`src/rtl/clock_pkg.sv`:
```
// Shared constants for the clock front-end: button indices, button count,
// the default auto-repeat mask, the repeat FSM state type and a ms-to-cycles helper.
package clock_pkg;

   localparam int N_BTN       = 6;

   localparam int BTN_RESET   = 0;
   localparam int BTN_WR      = 1;
   localparam int BTN_VAL_INC = 2;
   localparam int BTN_VAL_DEC = 3;
   localparam int BTN_SEL_INC = 4;
   localparam int BTN_SEL_DEC = 5;

   localparam logic [N_BTN-1:0] RPT_MASK_DEFAULT =
      N_BTN'((1 << BTN_VAL_INC) | (1 << BTN_VAL_DEC));

   typedef enum logic [1:0] {
      RPT_IDLE,
      RPT_DELAY,
      RPT_REPEAT
   } rpt_state_t;

   function automatic int ms_to_cycles(input int clk_hz, input int ms);
      return (clk_hz / 1000) * ms;
   endfunction

endpackage

```
`src/rtl/button_conditioner_if.sv`:
```
// Button bundle between the raw push-buttons and the clock core.
// master drives the raw buttons; slave (the conditioner) returns level, press and ms_tick.
interface button_conditioner_if #(
   parameter int N_BTN = clock_pkg::N_BTN
);
   logic [N_BTN-1:0] btn;
   logic [N_BTN-1:0] level;
   logic [N_BTN-1:0] press;
   logic             ms_tick;

   modport master (output btn, input level, press, ms_tick);
   modport slave  (input btn, output level, press, ms_tick);
endinterface

```
`src/rtl/ms_tick_gen.sv`:
```
// Millisecond prescaler: registered one-cycle ms_tick every CLK_HZ/1000 cycles,
// first tick CLK_HZ/1000 cycles after reset release; free-running, no backpressure.
module ms_tick_gen
   import clock_pkg::*;
#(
   parameter int CLK_HZ = 12_000_000
) (
   input  logic clk,
   input  logic rst_n,
   output logic ms_tick
);

   localparam int TERM = ms_to_cycles(CLK_HZ, 1) - 1;
   localparam int W    = (TERM > 0) ? $clog2(TERM + 1) : 1;

   logic [W-1:0] cnt;
   logic         at_term;

   assign at_term = (cnt == W'(TERM));

   always_ff @(posedge clk or negedge rst_n) begin
      if (!rst_n) begin
         cnt     <= '0;
         ms_tick <= 1'b0;
      end else begin
         ms_tick <= at_term;
         cnt     <= at_term ? '0 : cnt + W'(1);
      end
   end

endmodule

```
`src/rtl/button_conditioner.sv`:
```
// Synchronise, debounce and edge-detect push-buttons; auto-repeat on RPT_MASK bits.
// Level/press lag the pin by DEBOUNCE_MS-1..DEBOUNCE_MS ms plus a few cycles; no backpressure.
module button_conditioner
   import clock_pkg::*;
#(
   parameter int               N_BTN        = clock_pkg::N_BTN,
   parameter int               CLK_HZ       = 12_000_000,
   parameter int               DEBOUNCE_MS  = 20,
   parameter int               RPT_DELAY_MS = 500,
   parameter int               RPT_RATE_MS  = 100,
   parameter logic [N_BTN-1:0] RPT_MASK     = RPT_MASK_DEFAULT
) (
   input  logic                 clk,
   input  logic                 rst_n,
   button_conditioner_if.slave  bus
);

   localparam int DB_W    = $clog2(DEBOUNCE_MS + 1);
   localparam int RPT_MAX = (RPT_DELAY_MS > RPT_RATE_MS) ? RPT_DELAY_MS : RPT_RATE_MS;
   localparam int RPT_W   = $clog2(RPT_MAX + 1);

   logic             tick;
   logic [N_BTN-1:0] sync1;
   logic [N_BTN-1:0] sync2;
   logic [N_BTN-1:0] level;
   logic [N_BTN-1:0] press;

   ms_tick_gen #(.CLK_HZ(CLK_HZ)) u_ms_tick (
      .clk     (clk),
      .rst_n   (rst_n),
      .ms_tick (tick)
   );

   always_ff @(posedge clk or negedge rst_n) begin
      if (!rst_n) begin
         sync1 <= '0;
         sync2 <= '0;
      end else begin
         sync1 <= bus.btn;
         sync2 <= sync1;
      end
   end

   for (genvar i = 0; i < N_BTN; i++) begin : g_bit
      logic [DB_W-1:0] db_cnt;
      logic            lvl;
      logic            db_done;
      logic            rise;
      logic            fire;
      logic            prs;

      assign db_done = (db_cnt == DB_W'(DEBOUNCE_MS));
      // rise is true in the cycle before lvl first reads 1, so the registered
      // strobe and the new level appear together
      assign rise    = db_done & sync2[i] & ~lvl;

      always_ff @(posedge clk or negedge rst_n) begin
         if (!rst_n) begin
            db_cnt <= '0;
            lvl    <= 1'b0;
         end else if (sync2[i] == lvl) begin
            db_cnt <= '0;
         end else if (db_done) begin
            lvl    <= sync2[i];
            db_cnt <= '0;
         end else if (tick) begin
            db_cnt <= db_cnt + DB_W'(1);
         end
      end

      if (RPT_MASK[i]) begin : g_rpt
         rpt_state_t       state;
         rpt_state_t       state_nxt;
         logic [RPT_W-1:0] cnt;
         logic [RPT_W-1:0] cnt_nxt;
         logic             fall;
         logic             rpt_fire;

         // a release that debounces in the same cycle as a repeat suppresses it
         assign fall = db_done & ~sync2[i] & lvl;

         always_ff @(posedge clk or negedge rst_n) begin
            if (!rst_n) begin
               state <= RPT_IDLE;
               cnt   <= '0;
            end else begin
               state <= state_nxt;
               cnt   <= cnt_nxt;
            end
         end

         always_comb begin
            state_nxt = state;
            cnt_nxt   = cnt;
            rpt_fire  = 1'b0;
            case (state)
               RPT_IDLE: begin
                  if (rise) begin
                     state_nxt = RPT_DELAY;
                     cnt_nxt   = '0;
                  end
               end
               RPT_DELAY: begin
                  if (fall) begin
                     state_nxt = RPT_IDLE;
                  end else if (tick) begin
                     if (cnt == RPT_W'(RPT_DELAY_MS - 1)) begin
                        rpt_fire  = 1'b1;
                        cnt_nxt   = '0;
                        state_nxt = RPT_REPEAT;
                     end else begin
                        cnt_nxt = cnt + RPT_W'(1);
                     end
                  end
               end
               RPT_REPEAT: begin
                  if (fall) begin
                     state_nxt = RPT_IDLE;
                  end else if (tick) begin
                     if (cnt == RPT_W'(RPT_RATE_MS - 1)) begin
                        rpt_fire = 1'b1;
                        cnt_nxt  = '0;
                     end else begin
                        cnt_nxt = cnt + RPT_W'(1);
                     end
                  end
               end
               default: state_nxt = RPT_IDLE;
            endcase
         end

         assign fire = rpt_fire;
      end else begin : g_norpt
         assign fire = 1'b0;
      end

      always_ff @(posedge clk or negedge rst_n) begin
         if (!rst_n) begin
            prs <= 1'b0;
         end else begin
            prs <= rise | fire;
         end
      end

      assign level[i] = lvl;
      assign press[i] = prs;
   end

   assign bus.level   = level;
   assign bus.press   = press;
   assign bus.ms_tick = tick;

endmodule

```
`src/flat_wrapper.sv`:
```
// flat-port wrapper written by rule: the top's interface ports become plain ports
module button_conditioner_flat import clock_pkg::*;
#(
   parameter int               N_BTN        = clock_pkg::N_BTN,
   parameter int               CLK_HZ       = 12_000_000,
   parameter int               DEBOUNCE_MS  = 20,
   parameter int               RPT_DELAY_MS = 500,
   parameter int               RPT_RATE_MS  = 100,
   parameter logic [N_BTN-1:0] RPT_MASK     = RPT_MASK_DEFAULT
)
  (clk, rst_n, bus_btn, bus_level, bus_press, bus_ms_tick);
  button_conditioner_if #(.N_BTN(N_BTN)) bus_i ();
  input  logic clk;
  input  logic rst_n;
  input wire logic [$bits(bus_i.btn)-1:0] bus_btn;
  output wire logic [$bits(bus_i.level)-1:0] bus_level;
  output wire logic [$bits(bus_i.press)-1:0] bus_press;
  output wire logic [$bits(bus_i.ms_tick)-1:0] bus_ms_tick;
  assign bus_i.btn = bus_btn;
  assign bus_level = bus_i.level;
  assign bus_press = bus_i.press;
  assign bus_ms_tick = bus_i.ms_tick;
  button_conditioner #(.N_BTN(N_BTN), .CLK_HZ(CLK_HZ), .DEBOUNCE_MS(DEBOUNCE_MS), .RPT_DELAY_MS(RPT_DELAY_MS), .RPT_RATE_MS(RPT_RATE_MS), .RPT_MASK(RPT_MASK)) u_core (.clk(clk), .rst_n(rst_n), .bus(bus_i));
endmodule
```
`config.mk`:
```
export PLATFORM = sky130hd
export DESIGN_NAME = button_conditioner_flat
export DESIGN_NICKNAME = d
export VERILOG_FILES = /design/src/rtl/clock_pkg.sv /design/src/rtl/button_conditioner_if.sv /design/src/rtl/ms_tick_gen.sv /design/src/rtl/button_conditioner.sv /design/src/flat_wrapper.sv
export SDC_FILE = /design/constraint.sdc
export NUM_CORES = 1
export LEC_CHECK = 0
export CAP_MARGIN = 20
export CORE_MARGIN = 2
export CORE_UTILIZATION = 54
export CTS_CLUSTER_DIAMETER = 60
export DETAILED_ROUTE_END_ITERATION = 12
export GPL_ROUTABILITY_DRIVEN = 0
export HOLD_SLACK_MARGIN = 0.15
export PLACE_DENSITY_LB_ADDON = 0.2
export SETUP_SLACK_MARGIN = 0.1
export SYNTH_ARGS = -nofsm -noshare
export SYNTH_HDL_FRONTEND = slang
export SYNTH_SLANG_ARGS = --single-unit
```
`constraint.sdc`:
```
create_clock -name clk -period 2.3 [get_ports clk]
set_input_delay 0.69 -clock clk [delete_from_list [all_inputs] [get_ports clk]]
set_output_delay 0.69 -clock clk [all_outputs]
set_load 0.01 [all_outputs]
```
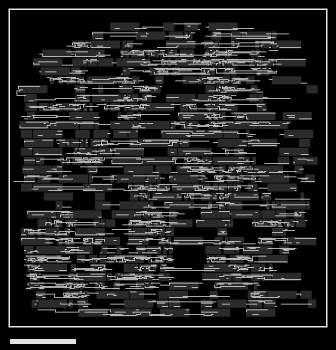
Figure 1: run 1, the metal 1 layer.
The bar under the picture is 20 um long. Cells faint in the background.
wire length on this layer: 3890 um
longest straight run: 20.7 um
main direction: horizontal
nets with wire on the layer: 456
vias after detailed routing: 3213
M1 GR Usage: 26.7%

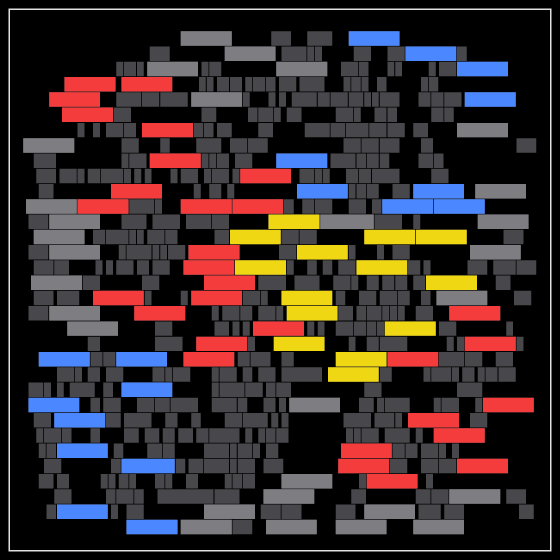
Figure 2: run 1, sequential cells grouped by signal name.
legend:
  blue:
    netlist_name: u_core.g_bit.g_rpt.cnt
    sequential_cells: 18
    where: spread over the die
  red:
    netlist_name: u_core.g_bit.db_cnt
    sequential_cells: 30
    where: spread over the die
  yellow:
    netlist_name: u_core.u_ms_tick.cnt
    sequential_cells: 14
fraction of area in registers: 44.6%
seq pwr: 1.61 mW

==> GITHUB_STEP_SUMMARY, run 1 <==
## Implementation flow summary

| Metric | Value |
|---|---|
| Ys flops | 91 |
| # hold bufs at CTS | 0 |
| Fin nets | 499 |
| Layout Utilization | 62.2% |
| GRT Resource Usage Total | 19.6% |
| Synth Area in Simple Gates | 20.3% |
| Final setup violation count | 0 |
| Reg-to-Reg End | u_core.g_bit[2].g_rpt.cnt[4] |
| Site Rows | 33 |
| Post_cts resized | 3 |
| Clock Network Area Fraction | 3.31% |
| Mean Syn Cell Area | 10.4 um^2 |
| Top cells excl fill/tap | dfrtp_1 (89), nor2_1 (51), nand2_1 (31) |
| Leak pwr | 2.37 nW |
| Hold Fails Final Rpt | 0 |
| Non-Filler Instances | 578 |
| # Post-CTS Setup Buffers | 0 |
| CP Capture Type | flip-flop |
| Final Slew Violations | 0 |
| Crit path max fanout | 8 |
| Slew Limit Headroom | 62.8% |
| Mapped cell area | 0.00459 mm^2 |
| Worst Path Class, Setup | reg -> reg |
| Largest area contributor in the synthesized netlist | dfrtp_1 |
| Cell with the most instances after synthesis | dfrtp_1 |
| Final Total Pwr | 2.63 mW |
| Die ar. | 0.00925 mm^2 |
| Largest stage delay on the critical path | 0.50 ns |
| Largest net degree at the start of global routing | 36 |
| Sequential cell count | 91 |
| Pwr dens | 516 mW/mm^2 |
| Syn Inst Count | 442 |
| Setup crit end | u_core.g_bit[2].g_rpt.cnt[4] |
| Required @ worst endpoint | 2.55 ns |
| EDFF count, synth | 0 |
| Crit start category | flip-flop |
| Post-route cell area | 0.00511 mm^2 |
| Critical path depth in cells | 5 |
| Warnings, synthesis | 0 |
| CP cell instances | or4_1, or3_1, a32oi_4, o21ai_0, a22o_1 |
| Main synth FF type | dfrtp_1 |
| Clk ins delay skew pair | 0.35 ns |
| Clock Sinks | 91 |
| Share of the synthesized area in the top cell type | 49.6% |
| Leading cell kind | registers |
| FF-to-FF setup slack | 0.16 ns |
| Buffers on Ports | 20 |
| Iter 0 DRT Violations | 154 |
| Minimum clock period after layout | 2.14 ns |
| Logic area | 0.00212 mm^2 |
| Crit path from | u_core.g_bit[2].g_rpt.cnt[3] |
| Status | completed |
| Placed cell count | 561 |
| Comb/total area | 41.4% |
| FF-to-FF Start | u_core.g_bit[2].g_rpt.cnt[3] |
| Routed len/inst | 13.8 um |
| Clock buffer depth | 2 |
| Tcrit/Tclk final | 93.0% |
| Die Ht | 96.2 um |
| Max-cap violation count | 0 |
| Antenna Violating Nets Remaining | 0 |
| TritonCTS buffer count | 9 |
| Hpwl dp | 5540 um |
| Layout area overhead | 11.3% |
| Die width | 96.2 um |
| Register Area | 0.00228 mm^2 |
| Biggest area cells | dfrtp_1 (50%), ha_1 (6.3%), xor2_1 (5.7%) |
| Critical path's top delay family | simple AND/OR/NAND/NOR gates |
| Antenna cell count | 0 |
| Logic Gate Count | 307 |
| Vias in the first global route | 3125 |
| Xor/xnor share | 7.44% |
| Most frequent logic cell in the layout | dfrtp_1 |
| RSZ-0062 raised after global routing | yes |
| Non-clk buf share | 6.32% |
| Syn_nets | 473 |
| Peak supply drop | 0.322 mV |
| Residual DRC | 0 |
| Non-Clock Buffer Count | 35 |
| FA/HA/MAJ Cells, Area Fraction | 6.27% |
| Overflow after GRT | 0 |
| Log Warnings | 39 |
| Largest family of logic cells by area | simple AND/OR/NAND/NOR gates |
| Area of the core | 0.00822 mm^2 |
| Yosys aoi share | 9.57% |
| CTS tree | built |
| Worst setup margin | 0.160 ns |
| Post-placement cell area | 0.00490 mm^2 |
| Drt pass-1 iters | 4 |
| CTS clk-pin slew, worst paths | 0.09 ns |
| Worst min-delay path category | in -> async |
| Layout Skew | 0.0133 ns |
| Invs w/o clock | 24 |
| Async set-reset flop share out of synthesis | 100% |
| Fraction of layout cells with a size suffix above 1 | 10.4% |
| Clock Tree Root | clkbuf_8 |
| YS chip area | 0.00459 mm^2 |
| Critical Path AT | 2.39 ns |
| Yosys Instances | 442 |
| Seq share, synth | 49.6% |
| Place WS | -0.00773 ns |
| Commonest cells in the netlist | dfrtp_1 (91), nor2_1 (52), nand2_1 (31) |
| Fill count | 682 |
| Register-to-Register Path Depth | 5 |
| Slowest stage cell, crit path | or4_1 |
| Final setup TNS | 0 ns |
| Unique cell types | 49 |
| # clk buffers | 10 |
| FMAX | 467 MHz |
| FP Util | 55.9% |
| MUX share of area | 1.91% |
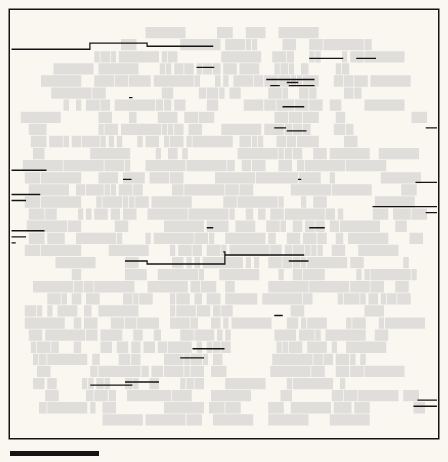
Figure 3: run 1, M3 wires.
The bar under the picture is 20 um long. Cells faint in the background.
wire length on this layer: 238 um
longest straight run: 17.7 um
share of all routed wire: 3.0%
met3 GRT Util: 3.37%
routed wire length: 7980 um

==> run 1: registers in the layout, indices dropped and copies added, names as in the netlist <==
register / cells
u_core.u_ms_tick.cnt: 14
u_core.g_bit.lvl: 6
u_core.g_bit.g_rpt.state: 4
u_core.u_ms_tick.ms_tick: 1
u_core.g_bit.g_rpt.cnt: 18
u_core.sync1: 6
u_core.g_bit.prs: 6
u_core.sync2: 6
u_core.g_bit.db_cnt: 30
==> run 1: power breakdown <==
part | internal, mW | switching [mW] | leakage, nW
Clock | 0.396 | 0.561 | 0.0904
Combinational | 0.0215 | 0.0425 | 1.06
Sequential | 1.61 | 0.00578 | 1.23
Total | 2.03 | 0.609 | 2.37
==> run 1: routing by layer <==
metal,track usage [%],wire (um)
met5,0,0
met4,7.98,108
met3,3.37,237
met2,31.1,3750
met1,26.7,3890
## Run 2: what changed since run 1
CAP_MARGIN = 40   (was 20)
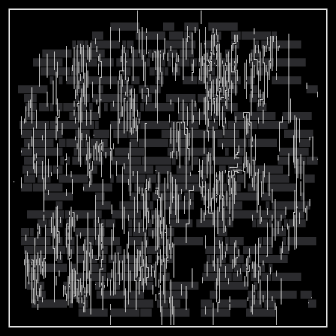
Figure 4: run 2, metal 2.
Cells faint in the background.
main direction: vertical
share of all routed wire: 47%
longest straight run: 42.5 um
met2 Use GR: 31.1%

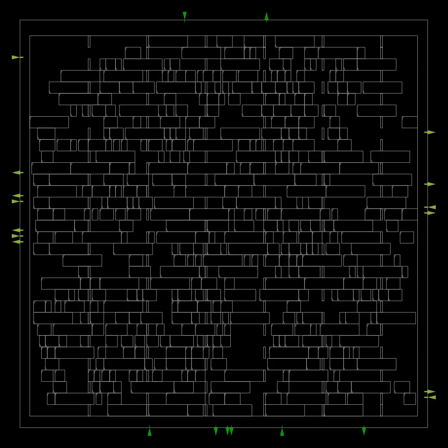
Figure 5: run 2, placement view.
Non-Filler Instances: 578
area of the core: 0.00822 mm^2
Layout Utilization: 62.2%
Site Rows: 33
fill count: 682

==> GITHUB_STEP_SUMMARY, run 2 <==
## Implementation flow summary

| Metric | Value |
|---|---|
| CTS clk-pin slew, worst paths | 0.09 ns (about the same) |
| Hpwl dp | 5540 um (unchanged) |
| Status | completed |
| Leak pwr | 2.37 nW (unchanged) |
| Comb power frac | 2.4% (about the same) |
| Post_cts resized | 3 (unchanged) |
| Slew Limit Headroom | 62.8% (unchanged) |
| RSZ-0062 raised after global routing | yes |
| Seq pwr | 1.61 mW (about the same) |
| Pwr dens | 516 mW/mm^2 (unchanged) |
| Critical Path AT | 2.39 ns (about the same) |
| TritonCTS buffer count | 9 (unchanged) |
| Wire length on met2 | 3750 um (unchanged) |
| Vias after detailed routing | 3213 (unchanged) |
| Required @ worst endpoint | 2.55 ns (about the same) |
| Async set-reset flop share out of synthesis | 100% (unchanged) |
| Fin nets | 499 (unchanged) |
| Layout Skew | 0.0133 ns (unchanged) |
| Internal | 2.03 mW (unchanged) |
| Comb. pwr | 0.0639 mW (about the same) |
| # hold bufs at CTS | 0 (unchanged) |
| Met3 GRT Util | 3.37% (unchanged) |
| Residual DRC | 0 (unchanged) |
| # Post-CTS Setup Buffers | 0 (unchanged) |
| Die ar. | 0.00925 mm^2 (unchanged) |
| Routed wire length | 7980 um (unchanged) |
| Clk ins delay skew pair | 0.35 ns (about the same) |
| Tcrit/Tclk final | 93.0% (unchanged) |
| Worst Path Class, Setup | reg -> reg |
| Max-cap violation count | 0 (unchanged) |
| FF-to-FF Start | u_core.g_bit[2].g_rpt.cnt[3] |
| FA/HA/MAJ Cells, Area Fraction | 6.27% (unchanged) |
| Syn_nets | 473 (unchanged) |
| Place WS | -0.00773 ns (unchanged) |
| CP Capture Type | flip-flop |
| Yosys aoi share | 9.57% (unchanged) |
| Max FFs per register | 30 (unchanged) |
| Antenna cell count | 0 (unchanged) |
| YS chip area | 0.00459 mm^2 (unchanged) |
| Xor/xnor share | 7.44% (unchanged) |
| WL met3 | 237 um (unchanged) |
| Crit path from | u_core.g_bit[2].g_rpt.cnt[3] |
| Drt pass-1 iters | 4 (unchanged) |
| FMAX | 467 MHz (unchanged) |
| Die Ht | 96.2 um (unchanged) |
| Clock Sinks | 91 (unchanged) |
| Buffers on Ports | 20 (unchanged) |
| FF-to-FF setup slack | 0.16 ns (about the same) |
| Minimum clock period after layout | 2.14 ns (unchanged) |
| M1 GR Usage | 26.7% (unchanged) |
| Biggest area cells | dfrtp_1 (50%), ha_1 (6.3%), xor2_1 (5.7%) |
| Sw frac | 23.1% (unchanged) |
| Overflow after GRT | 0 (unchanged) |
| Biggest consumer | sequential cells |
| Layout area overhead | 11.3% (unchanged) |
| Synth Area in Simple Gates | 20.3% (unchanged) |
| Final setup TNS | 0 ns (unchanged) |
| MUX share of area | 1.91% (unchanged) |
| Peak supply drop | 0.322 mV (unchanged) |
| Mapped cell area | 0.00459 mm^2 (unchanged) |
| Post-placement cell area | 0.00490 mm^2 (unchanged) |
| Final Total Pwr | 2.63 mW (unchanged) |
| Clock buffer depth | 2 (unchanged) |
| Clock Tree Root | clkbuf_8 |
| Placed cell count | 561 (unchanged) |
| Crit start category | flip-flop |
| Largest family of logic cells by area | simple AND/OR/NAND/NOR gates |
| Top Usage Layer GRT | met2 |
| Worst setup margin | 0.160 ns (unchanged) |
| Top cells excl fill/tap | dfrtp_1 (89), nor2_1 (51), nand2_1 (31) |
| Clk pwr | 0.956 mW (about the same) |
| Syn Inst Count | 442 (unchanged) |
| Cell with the most instances after synthesis | dfrtp_1 |
| Metal-1 WL | 3890 um (unchanged) |
run 2: cell counts after synthesis:
Identical to the previous run, type by type.
run 2: critical path, cell delays in order, from the launching register on:
cell     delay (ns)
dfrtp_1        0.38
or4_1          0.50
or3_1          0.36
a32oi_4        0.39
o21ai_0        0.16
a22o_1         0.25
run 2: cell type report:
class,count,area (um^2)
tap,105,131
inverter,24,90.1
fill,682,3110
clock inverter,6,41.3
timing repair buffer,35,323
sequential,91,2280
multi-input combinational,307,2120
clock buffer,10,128
run 2: cell families after synthesis:
kind of cell	after synthesis
xor+xnor	39
fa+ha+maj	23
simple gates	177
flops	91
mux	8
compound gates	60
buf+inv	44
Power is estimated from default activity; no workload was simulated.
